### src/rtl/rr_arbiter_lock.sv
// Round-robin arbiter with packet locking for a NOC output port.
// Holds a grant until the tail beat, a withdrawal, or the optional hold watchdog fires.
module rr_arbiter_lock #(
  parameter int unsigned NUM_REQ  = 5,
  parameter int unsigned IDX_W    = (NUM_REQ > 1) ? $clog2(NUM_REQ) : 1,
  parameter int unsigned MAX_HOLD = 0,
  parameter int unsigned CNT_W    = 16
) (
  input  logic               clk_i,
  input  logic               rst_n_i,
  input  logic [NUM_REQ-1:0] req_i,
  input  logic [NUM_REQ-1:0] last_i,
  input  logic               ready_i,
  output logic [NUM_REQ-1:0] grant_o,
  output logic [IDX_W-1:0]   grant_idx_o,
  output logic               grant_valid_o,
  output logic               timeout_o
);

  localparam logic [CNT_W-1:0] HoldLast = (MAX_HOLD == 0) ? '0 : CNT_W'(MAX_HOLD - 1);

  typedef enum logic [0:0] {StIdle, StBusy} state_e;

  state_e             state_q, state_d;
  logic [NUM_REQ-1:0] grant_q, grant_d;
  logic [IDX_W-1:0]   idx_q, idx_d;
  logic [IDX_W-1:0]   ptr_q, ptr_d;
  logic [CNT_W-1:0]   hold_cnt_q, hold_cnt_d;
  logic               timeout_q, timeout_d;

  logic [IDX_W-1:0]   ptr_after;
  logic [IDX_W-1:0]   scan_start;
  logic               sel_found;
  logic [IDX_W-1:0]   sel_idx;
  logic               rel_withdraw, rel_tail, rel_timeout, release_grant;

  // Pointer value that follows a release of the current winner.
  always_comb begin
    if (32'(idx_q) == NUM_REQ - 1) begin
      ptr_after = '0;
    end else begin
      ptr_after = idx_q + IDX_W'(1);
    end
  end

  // On a release the same edge re-arbitrates, so scan from the rotated pointer.
  assign scan_start = (state_q == StBusy) ? ptr_after : ptr_q;

  always_comb begin : sel_scan
    int unsigned cand;
    sel_found = 1'b0;
    sel_idx   = '0;
    cand      = 0;
    for (int unsigned k = 0; k < NUM_REQ; k++) begin
      cand = (32'(scan_start) + k) % NUM_REQ;
      if (!sel_found && req_i[IDX_W'(cand)]) begin
        sel_found = 1'b1;
        sel_idx   = IDX_W'(cand);
      end
    end
  end

  // Release causes in priority order: withdrawal, tail beat, watchdog.
  assign rel_withdraw  = !req_i[idx_q];
  assign rel_tail      = !rel_withdraw && ready_i && last_i[idx_q];
  assign rel_timeout   = (MAX_HOLD != 0) && !rel_withdraw && !rel_tail &&
                         (hold_cnt_q == HoldLast);
  assign release_grant = rel_withdraw || rel_tail || rel_timeout;

  always_ff @(posedge clk_i or negedge rst_n_i) begin
    if (!rst_n_i) begin
      state_q    <= StIdle;
      grant_q    <= '0;
      idx_q      <= '0;
      ptr_q      <= '0;
      hold_cnt_q <= '0;
      timeout_q  <= 1'b0;
    end else begin
      state_q    <= state_d;
      grant_q    <= grant_d;
      idx_q      <= idx_d;
      ptr_q      <= ptr_d;
      hold_cnt_q <= hold_cnt_d;
      timeout_q  <= timeout_d;
    end
  end

  always_comb begin
    state_d    = state_q;
    grant_d    = grant_q;
    idx_d      = idx_q;
    ptr_d      = ptr_q;
    hold_cnt_d = hold_cnt_q;
    timeout_d  = 1'b0;
    unique case (state_q)
      StIdle: begin
        hold_cnt_d = '0;
        if (sel_found) begin
          state_d = StBusy;
          grant_d = NUM_REQ'(1) << sel_idx;
          idx_d   = sel_idx;
        end
      end
      StBusy: begin
        if (release_grant) begin
          ptr_d      = ptr_after;
          timeout_d  = rel_timeout;
          hold_cnt_d = '0;
          if (sel_found) begin
            grant_d = NUM_REQ'(1) << sel_idx;
            idx_d   = sel_idx;
          end else begin
            state_d = StIdle;
            grant_d = '0;
            idx_d   = '0;
          end
        end else if (hold_cnt_q != {CNT_W{1'b1}}) begin
          hold_cnt_d = hold_cnt_q + CNT_W'(1);
        end
      end
      default: begin
        state_d = StIdle;
      end
    endcase
  end

  always_comb begin
    grant_o       = grant_q;
    grant_idx_o   = idx_q;
    grant_valid_o = (state_q == StBusy);
    timeout_o     = timeout_q;
  end

`ifndef SYNTHESIS
  a_grant_onehot0 : assert property (@(posedge clk_i) disable iff (!rst_n_i)
    $onehot0(grant_q));
  a_valid_matches : assert property (@(posedge clk_i) disable iff (!rst_n_i)
    grant_valid_o == (grant_q != '0));
`endif

endmodule

### config.mk
export PLATFORM = sky130hd
export DESIGN_NAME = rr_arbiter_lock
export DESIGN_NICKNAME = d
export VERILOG_FILES = /design/src/rtl/rr_arbiter_lock.sv
export SDC_FILE = /design/constraint.sdc
export NUM_CORES = 1
export LEC_CHECK = 0
export CAP_MARGIN = 20
export CORE_MARGIN = 2
export CORE_UTILIZATION = 30
export DETAILED_ROUTE_END_ITERATION = 6
export RECOVER_POWER = 50
export SLEW_MARGIN = 20
export SYNTH_ARGS = -nofsm -noshare
export SYNTH_HDL_FRONTEND = slang
export SYNTH_SLANG_ARGS = --single-unit
export TNS_END_PERCENT = 5
### constraint.sdc
create_clock -name clk_i -period 17.6 [get_ports clk_i]
set_input_delay 4.4 -clock clk_i [delete_from_list [all_inputs] [get_ports clk_i]]
set_output_delay 4.4 -clock clk_i [all_outputs]
set_load 0.01 [all_outputs]
**Logic cells by family**

Bar = 20 um.
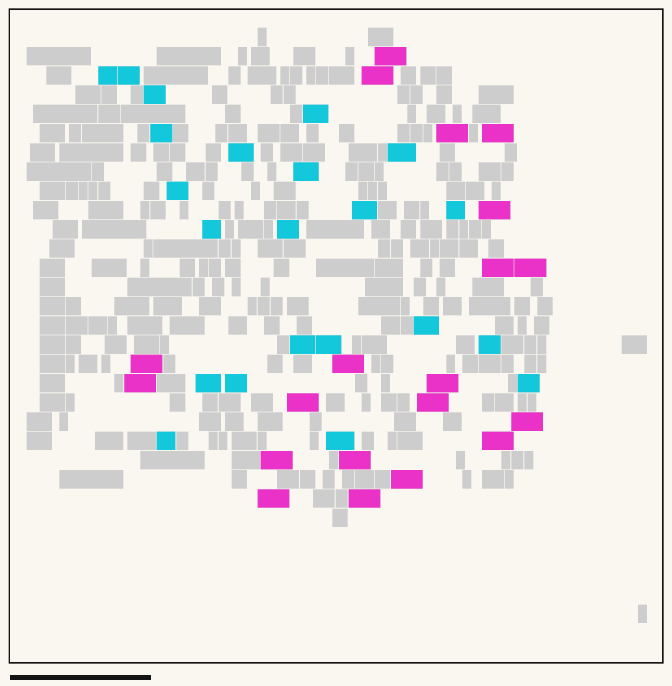
- cyan: non-inverting ao/oa cells (cells 22)
- magenta: fa/ha/maj cells (cells 20; most used ha_1)

**Routing congestion map**

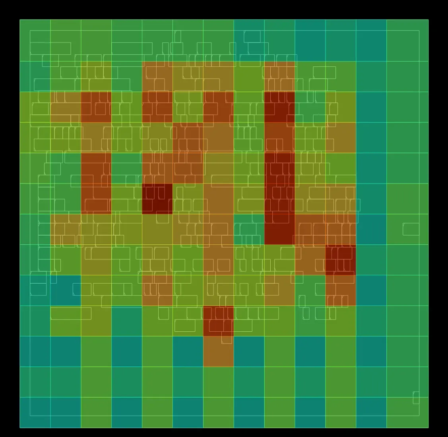
GR Util All Layers: 15.4%
GR peak layer: met2

==> job_summary.md <==
### Metrics collected by this job

| Metric | Value |
|---|---|
| Outcome | `complete, no violations` |
| Longest Clk Path Bufs | `2` |
| Fin util | `34.9%` |
| Antenna violations before repair | `0` |
| Placed cell count | `419` |
| CP Launch Type | `input port` |
| Top cell excl fill/tap | `nand2_1` |
| #FFs+latches synth | `12` |
| Routed len/inst | `approximately 16 um` |
| Initial DRT Pass Iterations | `4` |
| WP data required | `roughly 18 ns` |
| Final hold vios | `0` |
| M1 GR Usage | `20.1%` |
| Cell Rows | `32` |
| # diodes | `0` |
| H-tree depth | `1` |
| Clk root buf | `clkbuf_8` |
| Relative slew margins | `a little under half` |
| Top Layout Cells | `nand2_1 (28), a21oi_1 (22), ha_1 (20)` |
| Max Transition Viols Final | `0` |
| Residual DRC | `0` |
| Met3 GRT Util | `1.31%` |
| CP max FO | `8` |
| Post-detailed-route count of antenna-violating nets | `0` |
| Starting DRT DRC Count | `~160` |
| FP Util | `30.5%` |
| Nets | `about 360` |
| Commonest flop | `dfrtp_1` |
| RD Place Congestion | `just under 0.9` |
| CTS Buf Count | `3` |
| Met2 usage | `approximately 28%` |
| Chip Area | `roughly 8500 um2` |
| EDFF count, synth | `0` |
| Max_cap viols | `0` |
| # Cells Yosys | `between 300 and 400` |
| Input/output buffers | `21` |
| Width of the die | `approximately 92 um` |
| Average size of a mapped cell | `7.56 um2` |
| Crit path buf inv count | `1` |
| Synthesis area per yosys | `between 2000 and 2500 um2` |
| Global-route wire length before repair | `roughly 11000 um` |
| Share of layout cells above drive strength 1 | `approximately a tenth` |
| Tool warnings | `35` |
| Final period utilization | `a little under half` |
| Vias in the first global route | `2325` |
| CTS tree | `yes` |
| Setup_tns | `0 ns` |
| Dpl hpwl | `approximately 5100 um` |
| WP data arrival | `just over 8 ns` |
| Worst path max stage delay | `~0.57 ns` |
| Grt ovf | `0` |
| Sequential area share after synthesis | `12.9%` |
| Die H | `roughly 92 um` |
| Crit. End Element | `flop` |
| Area delta synth->final | `14.3%` |
| Latency at later pin | `between 0.2 and 0.25 ns` |
| CP Class | `in -> reg` |
| I/O pin total | `23` |
| Ys async rst share | `100%` |
| Post-CTS Setup Bufs | `0` |
| RSZ-0062 raised after global routing | `no` |
| Crit path top cell by count | `or3_1` |
| Total wire length | `between 6000 and 7000 um` |
| Cts repair resizes | `0` |
| Clock transition at path regs | `roughly 0.06 ns` |
| Non-Filler Instances | `423` |
| Final Setup Violations | `0` |
| Synth Warn # | `0` |
| Syn Nets | `between 300 and 400` |
| Largest net degree at the start of global routing | `27` |
| Post-layout min period | `around 8 ns` |
| Vias/cell | `5.78` |
| Routed via count | `between 2000 and 2500` |
| Critical-path cell list | `clkdlybuf4s50_1, mux4_2, nand3_1, a21boi_0, nand2b_1, or3_4, or3_1, or3_1, a31o_2, o41ai_2` |
| Max Fclk | `between 0.1 and 0.15 GHz` |
| Core ar. | `around 7600 um2` |
| CP max stage cell | `clkdlybuf4s50_1` |
| CTS Sinks | `12` |
| Syn Std Cell Area | `2330 um2` |
| Clock Skews | `about 0.00087 ns` |
**Register map, names as in the netlist**

Bar = 20 um.
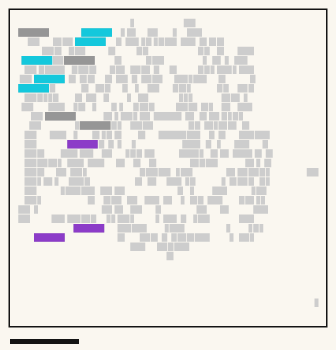
- purple: ptr_q (sequential cells 3)
- cyan: grant_o (sequential cells 5; where north-west)
- not coloured: 4

**Cells by drive strength**

Bar = 20 um.
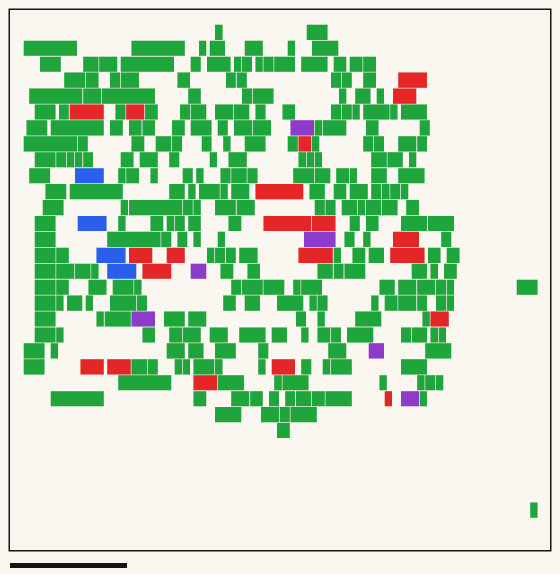
- purple: x3 and x4 (cells 6; most used buf_4)
- blue: x6 and larger (cells 4; most used clkbuf_8)
- red: x2 (cells 20; most used mux2_2)
- green: x1 and smaller (cells 291; most used nand2_1)

cell type report:
cell class / count / area [um2]
fillers: 795 / 4980
multi-input cells: 262 / 1880
flip-flops and latches: 12 / 300
repair buffers: 23 / 225
well taps: 102 / 128
inverters: 20 / 80.1
clock buffers: 4 / 55.1
kinds of logic after synthesis:
family          count (synthesis)  synth area share (%)
compound gates                107                  33.0
buf+inv                        35                  6.59
simple gates                  111                  24.8
xor+xnor                        4                  1.82
mux                            19                  10.1
other cells                     1                 0.161
flops                          12                  12.9
fa+ha+maj                      20                  10.7
Yosys cell counts, drive strengths merged, types with 6 or more instances:
master   n  area [um2]
o211ai   6        45.0
mux2i    9        97.6
nand3   11        55.1
nor2    19        71.3
nand2b   8        50.1
inv     19        71.3
and2     7        43.8
dfrtp   12         300
a31oi    6        37.5
ha      20         250
o21ai   17        85.1
a21oi   22         110
clkbuf   6        22.5
or3      7        48.8
nor3    10        50.1
a211oi   9        67.6
mux2     8        93.8
nand2   28         105
buf      9        51.3
path summary, 6_finish.rpt:
| check | startpoint | to | slack (ns) | depth (start not counted) |
|---|---|---|---|---|
| worst max-delay path | req_i[2] | grant_o[1] | 9.61 | 10 |
| worst min-delay path | ptr_q[2] | ptr_q[2] | 0.48 | 1 |
| worst max register to register | grant_idx_o[0] | grant_o[1] | 10.82 | 23 |
| worst min register to register | ptr_q[2] | ptr_q[2] | 0.48 | 1 |
| max in group asynchronous | rst_n_i | ptr_q[1] | 12.63 | 1 |
| min in group asynchronous | rst_n_i | grant_o[1] | 4.60 | 1 |
flip-flops by register name (all words and copies together), names as in the netlist:
| register | count |
|---|---|
| grant_valid_o | 1 |
| ptr_q | 3 |
| grant_o | 5 |
| grant_idx_o | 3 |
stage by stage:
| stage | hold slack [ns] | instance area (um2) | worst slack, ns |
|---|---|---|---|
| 6_report | 0.480 | 2670 | 9.61 |
| 4_1_cts | 0.481 | 2670 | 9.64 |
| 3_5_place_dp | 0.468 | 2610 | 9.44 |
| 3_3_place_gp | 0.464 | 2610 | 9.52 |
| 5_1_grt | 0.514 | 2670 | 9.41 |
| 2_1_floorplan | 0.450 | 2330 | 10.32 |
metal layers:
metal	up-vias	part of all wire [%]	wire, um
met3	4	3.5	238
met2	53	48	3190
li1	1204	-	-
met1	1184	48	3240
met5	-	0	0
met4	0	0.48	32
